Run 1, routing congestion map:
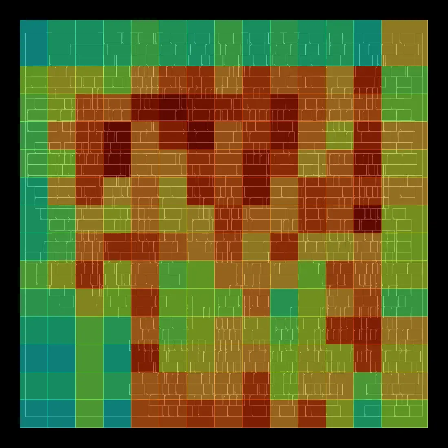
Run 1, metal 1:
Scale bar: 20 um.
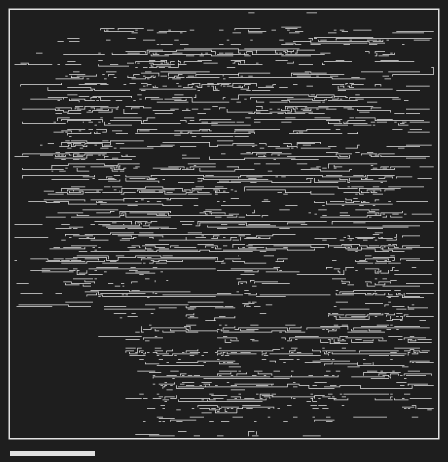
Run 1, cell area per tile:
Scale bar: 20 um. The die is cut into 10 by 10 equal tiles; black is low, pale yellow is high, 0 to 100% covered.
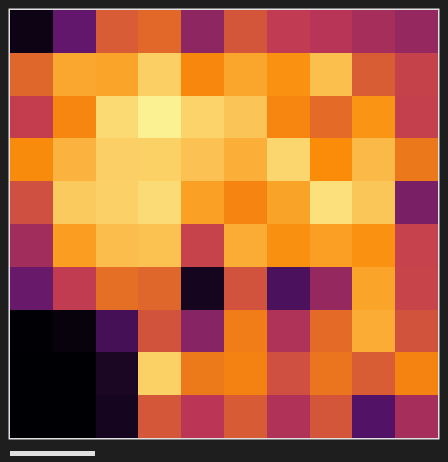
--- src/rtl/bus_mux_reg_if.sv ---
// Bus multiplexer interface: source selects and data in, registered bus and conflict status out.
interface bus_mux_reg_if #(
  parameter int unsigned DATA_W   = 16,
  parameter int unsigned NUM_REGS = 8,
  parameter int unsigned CNT_W    = 8
);
  localparam int unsigned SRC_W = $clog2(NUM_REGS + 2);

  logic [NUM_REGS-1:0]        Rout;
  logic                       Gout;
  logic                       DINout;
  logic [NUM_REGS*DATA_W-1:0] R_data;
  logic [DATA_W-1:0]          G_data;
  logic [DATA_W-1:0]          DIN_data;
  logic                       clr_err;
  logic [DATA_W-1:0]          BusWires;
  logic                       bus_valid;
  logic [SRC_W-1:0]           bus_src;
  logic                       conflict;
  logic [CNT_W-1:0]           conflict_cnt;

  modport master (
    output Rout, Gout, DINout, R_data, G_data, DIN_data, clr_err,
    input  BusWires, bus_valid, bus_src, conflict, conflict_cnt
  );

  modport slave (
    input  Rout, Gout, DINout, R_data, G_data, DIN_data, clr_err,
    output BusWires, bus_valid, bus_src, conflict, conflict_cnt
  );
endinterface

--- src/rtl/bus_mux_reg.sv ---
// Registered, priority-encoded bus multiplexer with idle hold and sticky
// multi-driver conflict detection (flag plus saturating counter).
module bus_mux_reg #(
  parameter int unsigned DATA_W   = 16,
  parameter int unsigned NUM_REGS = 8,
  parameter int unsigned CNT_W    = 8
) (
  input logic          Clock,
  input logic          Resetn,
  bus_mux_reg_if.slave mux_if
);
  localparam int unsigned SRC_W = $clog2(NUM_REGS + 2);
  localparam int unsigned ACT_W = $clog2(NUM_REGS + 3);

  localparam logic [0:0] IDLE  = 1'b0;
  localparam logic [0:0] DRIVE = 1'b1;

  logic [0:0]        state_q, state_d;
  logic [DATA_W-1:0] bus_q, bus_d;
  logic [SRC_W-1:0]  src_q, src_d;
  logic              conflict_q, conflict_d;
  logic [CNT_W-1:0]  cnt_q, cnt_d;

  logic [ACT_W-1:0]  act_cnt_c;
  logic [DATA_W-1:0] win_data_c;
  logic [SRC_W-1:0]  win_src_c;
  logic              any_sel_c;
  logic              multi_sel_c;

  // Active-source count and priority winner; later assignments take precedence.
  always_comb begin
    act_cnt_c  = ACT_W'(mux_if.DINout) + ACT_W'(mux_if.Gout);
    win_data_c = '0;
    win_src_c  = '0;
    for (int i = int'(NUM_REGS) - 1; i >= 0; i--) begin
      act_cnt_c = act_cnt_c + ACT_W'(mux_if.Rout[int'(NUM_REGS) - 1 - i]);
      if (mux_if.Rout[int'(NUM_REGS) - 1 - i]) begin
        win_data_c = mux_if.R_data[i*int'(DATA_W) +: DATA_W];
        win_src_c  = SRC_W'(i);
      end
    end
    if (mux_if.Gout) begin
      win_data_c = mux_if.G_data;
      win_src_c  = SRC_W'(NUM_REGS);
    end
    if (mux_if.DINout) begin
      win_data_c = mux_if.DIN_data;
      win_src_c  = SRC_W'(NUM_REGS + 1);
    end
    any_sel_c   = (act_cnt_c != '0);
    multi_sel_c = (act_cnt_c > ACT_W'(1));
  end

  // Next state: IDLE holds bus/src; a conflict overrides a same-cycle clear.
  always_comb begin
    state_d    = IDLE;
    bus_d      = bus_q;
    src_d      = src_q;
    conflict_d = conflict_q;
    cnt_d      = cnt_q;
    if (any_sel_c) begin
      state_d = DRIVE;
      bus_d   = win_data_c;
      src_d   = win_src_c;
    end
    if (multi_sel_c) begin
      conflict_d = 1'b1;
      if (mux_if.clr_err) begin
        cnt_d = CNT_W'(1);
      end else if (cnt_q != {CNT_W{1'b1}}) begin
        cnt_d = cnt_q + CNT_W'(1);
      end
    end else if (mux_if.clr_err) begin
      conflict_d = 1'b0;
      cnt_d      = '0;
    end
  end

  always_ff @(posedge Clock or negedge Resetn) begin
    if (!Resetn) begin
      state_q    <= IDLE;
      bus_q      <= '0;
      src_q      <= '0;
      conflict_q <= 1'b0;
      cnt_q      <= '0;
    end else begin
      state_q    <= state_d;
      bus_q      <= bus_d;
      src_q      <= src_d;
      conflict_q <= conflict_d;
      cnt_q      <= cnt_d;
    end
  end

  assign mux_if.BusWires     = bus_q;
  assign mux_if.bus_valid    = (state_q == DRIVE);
  assign mux_if.bus_src      = src_q;
  assign mux_if.conflict     = conflict_q;
  assign mux_if.conflict_cnt = cnt_q;
endmodule

--- src/flat_wrapper.sv ---
// flat-port wrapper written by rule: the top's interface ports become plain ports
module bus_mux_reg_flat 
#(
  parameter int unsigned DATA_W   = 16,
  parameter int unsigned NUM_REGS = 8,
  parameter int unsigned CNT_W    = 8
)
  (Clock, Resetn, mux_if_Rout, mux_if_Gout, mux_if_DINout, mux_if_R_data, mux_if_G_data, mux_if_DIN_data, mux_if_clr_err, mux_if_BusWires, mux_if_bus_valid, mux_if_bus_src, mux_if_conflict, mux_if_conflict_cnt);
  bus_mux_reg_if #(.DATA_W(DATA_W), .NUM_REGS(NUM_REGS), .CNT_W(CNT_W)) mux_if_i ();
  input logic Clock;
  input logic Resetn;
  input wire logic [$bits(mux_if_i.Rout)-1:0] mux_if_Rout;
  input wire logic [$bits(mux_if_i.Gout)-1:0] mux_if_Gout;
  input wire logic [$bits(mux_if_i.DINout)-1:0] mux_if_DINout;
  input wire logic [$bits(mux_if_i.R_data)-1:0] mux_if_R_data;
  input wire logic [$bits(mux_if_i.G_data)-1:0] mux_if_G_data;
  input wire logic [$bits(mux_if_i.DIN_data)-1:0] mux_if_DIN_data;
  input wire logic [$bits(mux_if_i.clr_err)-1:0] mux_if_clr_err;
  output wire logic [$bits(mux_if_i.BusWires)-1:0] mux_if_BusWires;
  output wire logic [$bits(mux_if_i.bus_valid)-1:0] mux_if_bus_valid;
  output wire logic [$bits(mux_if_i.bus_src)-1:0] mux_if_bus_src;
  output wire logic [$bits(mux_if_i.conflict)-1:0] mux_if_conflict;
  output wire logic [$bits(mux_if_i.conflict_cnt)-1:0] mux_if_conflict_cnt;
  assign mux_if_i.Rout = mux_if_Rout;
  assign mux_if_i.Gout = mux_if_Gout;
  assign mux_if_i.DINout = mux_if_DINout;
  assign mux_if_i.R_data = mux_if_R_data;
  assign mux_if_i.G_data = mux_if_G_data;
  assign mux_if_i.DIN_data = mux_if_DIN_data;
  assign mux_if_i.clr_err = mux_if_clr_err;
  assign mux_if_BusWires = mux_if_i.BusWires;
  assign mux_if_bus_valid = mux_if_i.bus_valid;
  assign mux_if_bus_src = mux_if_i.bus_src;
  assign mux_if_conflict = mux_if_i.conflict;
  assign mux_if_conflict_cnt = mux_if_i.conflict_cnt;
  bus_mux_reg #(.DATA_W(DATA_W), .NUM_REGS(NUM_REGS), .CNT_W(CNT_W)) u_core (.Clock(Clock), .Resetn(Resetn), .mux_if(mux_if_i));
endmodule
--- config.mk ---
export PLATFORM = sky130hd
export DESIGN_NAME = bus_mux_reg_flat
export DESIGN_NICKNAME = d
export VERILOG_FILES = /design/src/rtl/bus_mux_reg_if.sv /design/src/rtl/bus_mux_reg.sv /design/src/flat_wrapper.sv
export SDC_FILE = /design/constraint.sdc
export NUM_CORES = 1
export LEC_CHECK = 0
export ABC_AREA = 1
export CORE_UTILIZATION = 35
export DETAILED_ROUTE_END_ITERATION = 8
export MAX_ROUTING_LAYER = met4
export PLACE_DENSITY = 0.78
export SYNTH_ARGS = -nofsm -noshare
export SYNTH_HDL_FRONTEND = slang
export SYNTH_SLANG_ARGS = --single-unit
--- constraint.sdc ---
create_clock -name Clock -period 1.4 [get_ports Clock]
set_input_delay 0.35 -clock Clock [delete_from_list [all_inputs] [get_ports Clock]]
set_output_delay 0.35 -clock Clock [all_outputs]
set_load 0.05 [all_outputs]
==> summary.txt, run 1 <==
Latest figures from synthesis and place and route.

The run finished, with violations left. The final reports fail on setup timing. The number of unique standard cell types used by synthesis is 42. The final antenna diode tally reported by the flow is 0. Per the post-synthesis report, the nets total 707. The area-dominant cell class after layout is buffers.

The area fraction in full adders, half adders and majority gates is 0.06039. Post-CTS repair changed the size of 37 cells. The multi-input logic cell count is 423.

The power of the combinational group is 5.36 mW. Leaving out buffers and inverters, the combinational logic in the layout accounts for 2297 sq um. Across every metal layer, demand over resource in global routing totals 0.2844.

In this run, CTS created clock tree buffers numbering 5. The post-CTS setup buffer count is 4. The ratio of cells with drive above 1 in the final layout is 0.2061. The maximum net fanout on the critical path is 7. The floorplan report lists the tap cell count as 129. Total power normalized to cell area comes to 1207 nW/um^2. Per the GRT log, the top usage layer is met2. The total I/O pin count is 203. Hold-check failures listed in the final report amount to 0. In the global route stage, met2 resource usage came out at 0.4966.

The post-placement worst setup slack is -3.176 ns. The post-synthesis cell count from yosys is 521. The sequential cell count is 30. The layout report lists the non-clock buffer share of cell area as 0.4461. The biggest cell delay along the critical path is 0.55 ns. The net switching power is 3.398 mW. The area of all sequential standard cells is 752.0 sq um.

By area the synthesized netlist is led by dfrtp_1, nand2_1, nor2_1, a21oi_1, buf_6. Measured on the final layout, the clock distribution area share stands at 0.01449. For reference, the placement row count at floorplan is 35. The group drawing the most power is combinational cells. In this run the critical path is formed by buf_8 > inv_6 > ha_4 > inv_2 > fa_1 > fa_1 > fa_1 > inv_1 > fa_2 > fa_1 > nor2_1 > nand2_1 > inv_2 > nand2_4 > nor2_8 > buf_12 > inv_4 > o21ai_2 > inv_1 > nand2_1 > nand2_1. CTS built an H-tree with a depth of 2. The share of the clock period used by the worst path after layout is 2.720.

The kind of start point of the critical path is a primary input. The analysis reports a worst IR drop on VDD of 1274 uV. In this run the clock root is driven by a clkbuf_8. For reference, the mux area share after synthesis is 0. TritonCTS built the clock tree. The number of stages on the worst setup path is 21. The cell count of the worst reg-to-reg path is 9. The first-pass GRT wire length is 21700 um. The global placer's final weighted congestion is 0.9379.

The synthesized design spends more area on one cell type than any other, namely dfrtp_1. The power report puts the leakage power at 2.869 nW. For the finished layout, the period the worst path requires is 3.808 ns. The run reported a max-capacitance violation count of 0.

The power dissipated in sequential cells is 1.50 mW. The share of total power consumed by net switching is 0.4466. The sum of negative setup slack is -70.43 ns. The kind of critical path is primary input to flip-flop. STA lists the startpoint of the worst register-to-register path as u_core.mux_if.conflict_cnt[0]. The port buffer count is 202. The combinational power share is 0.705. Once detail routing completed, the nets flagged for antenna violations numbered 0.

Of the post-synthesis cell area, the dominant cell type holds 0.2183. The post-place instance area is 5888 sq um. The total setup violations reported at the end of the flow is 30. The width of the die is 101.1 um. The number of filler cells placed in the layout is 790. The capturing element type of the critical path is a flip-flop. The post-synthesis share of cell area spent on and-or and or-and gates is 0.1877.

The kind of cell with the highest combined delay along the critical path is adder cells. The synthesis report names the predominant flop master as dfrtp_1. The maximum operating frequency is 262.6 MHz. The total tool warning count is 32. The clock network power reported by the tool is 0.747 mW. The final net count is 937. Setup slack on the worst reg-to-reg path comes out at -0.09 ns. The script parses the final routing iteration and logs DRC violations as 0. According to the floorplan report, the die height is 101.1 um. Of the combinational cells, the family taking the most area is simple AND/OR/NAND/NOR gates. The number of antenna violations at the first check in global routing came to 0.

The clock latency on the worst-skew pair is 0.29 ns. For this run, the detailed router's first-pass iteration total came to 5. The required time of the critical path is 1.58 ns. For this run the detailed placement stage logged an HPWL of 11110 um. The post-synth count of flops with an enable pin is 0. On the critical path, the stage with the largest delay is an instance of fa_1. Yosys reported that registers with async set or reset make up 1.000. The area growth from synthesis to layout is 83.30%.

The number of signal-net buffers in the layout is 253. The chip area is 10230 sq um. Entering global routing, the biggest net connects 31 pins. The worst setup margin is -2.408 ns.

For reference, the critical path is captured by u_core.mux_if.BusWires[2]. The internal power component is 4.210 mW. The overall routed net length is 15040 um. Averaged over all synthesized cells, the footprint is 6.602 sq um. The Yosys step of the flow raised 0 warnings. For this block, the via count after detailed routing is 4552. According to the hold report, the worst path is of the primary input to async pin type. The ratio of routed vias to standard cells is 5.167. The gate count after technology mapping is 521.
## Picture notes: 'routing congestion map'
routed len/inst: 17.07 um
final design utilization: 0.6728
Global Route met1 Usage: 0.3056

## Picture notes: 'metal 1'
The longest straight run is 47.4 um. The layer carries 5470 um of wire. The wires run mostly horizontal.

## Picture notes: 'cell area per tile'
The fullest tile reaches 97%. The mean over all tiles is 60%. The emptiest ninth of the die: bottom left. 6.0% of the tiles are nearly empty.
standard cell core area: 9371 sq um
Starting Density: 0.3670

-- run 1: per-stage QoR --
stage	utilization	hold WS [ns]	power, mW
global placement	0.6283	0.5255	6.015
finish	0.6728	0.4179	7.608
detailed placement	0.6283	0.5279	6.103
global route	0.6728	0.4097	7.983
floorplan	-	0.05441	3.768
CTS	0.6503	0.4283	7.123
-- run 1: layer usage --
metal  vias to the layer above  share of wire
li1                       2162              -
met1                      2108           0.36
met2                       227           0.50
met3                        55          0.091
met4                         0          0.048
met5                         -              0
-- run 1: flip-flops by register name, summed over array words and instances, names as in the netlist --
signal and flops:
u_core.mux_if.BusWires 16, u_core.mux_if.conflict_cnt 8, u_core.mux_if.bus_src 4, u_core.mux_if.bus_valid 1, u_core.mux_if.conflict 1
==> inputs of run 2 (changes only) <==
--- a/config.mk
+++ b/config.mk
@@ -6,6 +6,7 @@
 export NUM_CORES = 1
 export LEC_CHECK = 0
 export ABC_AREA = 1
+export CORE_MARGIN = 1
 export CORE_UTILIZATION = 35
 export DETAILED_ROUTE_END_ITERATION = 8
 export MAX_ROUTING_LAYER = met4
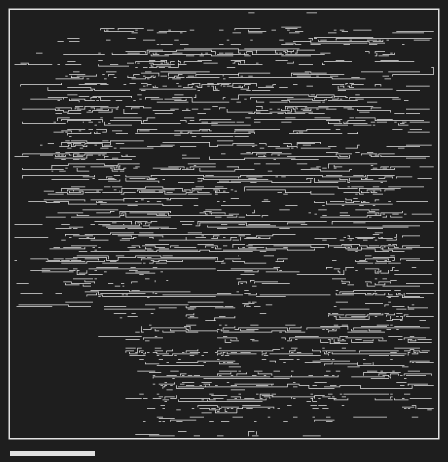
Run 2: metal 1
Scale bar: 20 um.
The layer carries 5470 um of wire. 797 nets have wire on it. The layer holds 36% of the routed length. The longest straight run is 47.4 um.
Vias: 4552
WL final: 15040 um

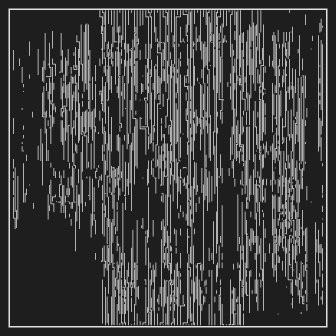
Run 2: metal 2
The longest straight run is 51.0 um. The wires run mostly vertical. The layer carries 7480 um of wire. The layer holds 50% of the routed length.
global routing usage on met2: 0.4966

==> summary.txt, run 2 <==
Latest figures from synthesis and place and route.

Of the total synthesized cell area, the portion taken by AND-OR and OR-AND cells is 0.1877. Excluding fillers, the count of instances in the completed layout stands at 881. The mean routed wirelength per cell is 17.07 um. The number of DRC violations after detailed routing is 0. The endpoint of the worst register-to-register path is u_core.mux_if.conflict_cnt[3]. The met1 usage is 0.3056. The main area contributors are dfrtp_1, nand2_1, nor2_1, a21oi_1, buf_6. The tightest hold path in the finished design has a slack of 0.4179 ns. For the clock group, total power comes out at 0.747 mW. Per the repair_timing log after CTS, setup buffers inserted total 4. The number of unique standard cell types used by synthesis is 42.

The cell sitting at the root of the clock tree is a clkbuf_8. The setup slack on the worst flop-to-flop path is -0.09 ns. The final tally of hold violations is 0. The cell family contributing the most delay on the critical path is adder cells. The share of the clock period used by the worst path after layout is 2.720. The cell-mix breakdown from Yosys lists the XOR/XNOR area share as 0.

The maximum operating frequency is 262.6 MHz. The share of total power consumed by net switching is 0.4466. The kind of critical path is primary input to flip-flop. Global route summary, busiest routing layer listed as met2.

Clock latency on the worst-skew pair, taken at its later pin, is 0.29 ns. The worst hold path belongs to the class primary input to async pin. The largest voltage drop on the vdd net is 1274 uV. TritonCTS built the clock tree. For this run, the detailed router's first-pass iteration total came to 5.

The worst setup margin is -2.408 ns. The average footprint of a synthesized cell is 6.602 sq um. Logic depth along the worst register-to-register path is recorded as 9. The most frequently used library cell after synthesis is nand2_1.

On the worst setup and hold paths after CTS, the clock-pin slew comes to 0.06 ns. The synthesized area is 3440 sq um. The final number of max-transition violations is 0. The run finished, with violations left. The end-of-flow timing check tallies setup violations at 30.

The chip area is 10230 sq um. The checks that failed: setup timing. The post-place instance area is 5888 sq um.

The final net count is 937. The sum of negative setup slack is -70.43 ns. The power report attributes to the combinational group a share of 0.705. The launch point of the worst register-to-register path is recorded as u_core.mux_if.conflict_cnt[0]. The detail route stage leaves a number of antenna-violating nets equal to 0.

The number of warnings reported in the stage logs is 32. Of all cell types, the one taking the most synthesized area is dfrtp_1. The global routing usage summed across all routing layers is 0.2844. Per the STA report, the cell with the highest stage delay on the worst path is fa_1. Per STA, the startpoint of the critical path is mux_if_Gout. The max-capacitance violation count is 0. The routed wirelength on the met1 layer is recorded as 5466 um. After detailed routing, the met2 layer carries 7476 um of wire.

Power spread over the standard cell area amounts to 1207 nW/um^2. In this design, the stage delay of the slowest critical-path cell is 0.55 ns. Of the total synthesized cell area, the portion taken by AND, OR, NAND and NOR gates is 0.3849. The flip-flop count of the largest register, all copies and words added is 16. The final clock skew is 0.002444 ns. The total core area is 9371 sq um. The power dissipated in sequential cells is 1.50 mW. The dominant register cell in the synthesized netlist is dfrtp_1.

The initialized floorplan defines 35 standard-cell rows. The number of gates resized after CTS was 37. The overall power is 7.608 mW. The required time of the critical path is 1.58 ns. The critical path data arrival time is 3.99 ns. The area fraction in full adders, half adders and majority gates is 0.06039.

The net switching power is 3.398 mW. The post-placement worst setup slack is -3.176 ns. The synthesis report gives the async set-or-reset register share as 1.000.

Yosys reports the multiplexer fraction of the synthesized area as 0. The top-area cell type share of the netlist area is 0.2183. After legalization and detailed placement, the total HPWL measured 11110 um.

Per the final layout report, the fraction of cells sized above drive strength 1 comes to 0.2061. The initial utilization of the core area, before any placement, comes to 0.3670. The maximum net fanout on the critical path is 7.

The group drawing the most power is combinational cells. The design area is 6305 sq um. Entering global routing, the biggest net connects 31 pins. The detailed router reports a met3 wire length of 1370 um. After its last routability iteration, the placer logged a weighted congestion of 0.9379.

The internal power component is 4.210 mW. At the pin with the least slew margin, the transition time is 0.4433 ns. The first-pass GRT wire length is 21700 um. The highest layer touched by signal routing is met4. The power of the combinational group is 5.36 mW. Per the placement log, port buffering inserted 202 buffers. The area growth from synthesis to layout is 83.30%. The total I/O pin count is 203. Yosys reports a chip area of 3440 sq um. STA classifies the critical path endpoint as a flip-flop. Per Yosys stat, the portion of area used by sequential elements is 0.2183.

The clock tree synthesis step divided the H-tree into 2 levels. The gate count after technology mapping is 521. The total leakage power is 2.869 nW. During synthesis, Yosys emitted a total of 0 warnings.

For this run, the script counts the antenna cells in the layout as 0. The width of the die is 101.1 um. Counting I/O delays and the setup requirement, the final critical path takes 3.808 ns. The number of clock sinks is 30.

Per the log, the first TritonRoute iteration ended with a DRC count of 198. Once layout is complete, the utilization of the core stands at 0.6728. STA classifies the critical path startpoint as a primary input. No sink is reached through more buffers than the 2 on the longest clock path. CTS added clock buffers totalling 5. For this run, the detailed router reports a per-instance via density of 5.167. In this run, synthesis inferred 0 flip-flops with an integrated enable. Per the Yosys statistics, synthesis produced 521 cells. The largest family of logic cells by area is simple AND/OR/NAND/NOR gates. Walking the worst path, the cells encountered are buf_8 > inv_6 > ha_4 > inv_2 > fa_1 > fa_1 > fa_1 > inv_1 > fa_2 > fa_1 > nor2_1 > nand2_1 > inv_2 > nand2_4 > nor2_8 > buf_12 > inv_4 > o21ai_2 > inv_1 > nand2_1 > nand2_1. The number of antenna violations at the first check in global routing came to 0. The number of nets at floorplan is 707. The overflow left after global routing is 0.

The via count of the first global-routing pass is 4507. Measured along the y axis, the die boundary spans 101.1 um.
==> run 2: how the worst max path moves through the flow <==
stage | slack, ns | to | cells past startpoint
2_1_floorplan | -2.59 | u_core.mux_if.BusWires[6] | 22
3_3_place_gp | -3.05 | u_core.mux_if.bus_src[0] | 18
3_5_place_dp | -3.18 | u_core.mux_if.bus_src[0] | 18
4_1_cts | -2.39 | u_core.mux_if.BusWires[11] | 19
5_1_grt | -2.55 | u_core.mux_if.conflict_cnt[5] | 20
6_report | -2.41 | u_core.mux_if.BusWires[2] | 21
==> run 2: area by class of cell <==
class	count	area, sq um
Clock inverter	1	5.005
Tap cell	129	161.4
Multi-Input combinational cell	423	2297
Fill cell	790	3067
Timing Repair Buffer	253	2813
Inverter	35	158.9
Timing Repair inverter	3	31.28
Sequential cell	30	752.0
Clock buffer	7	86.33
No activity file was given, so power comes from the tool's default toggle rates.
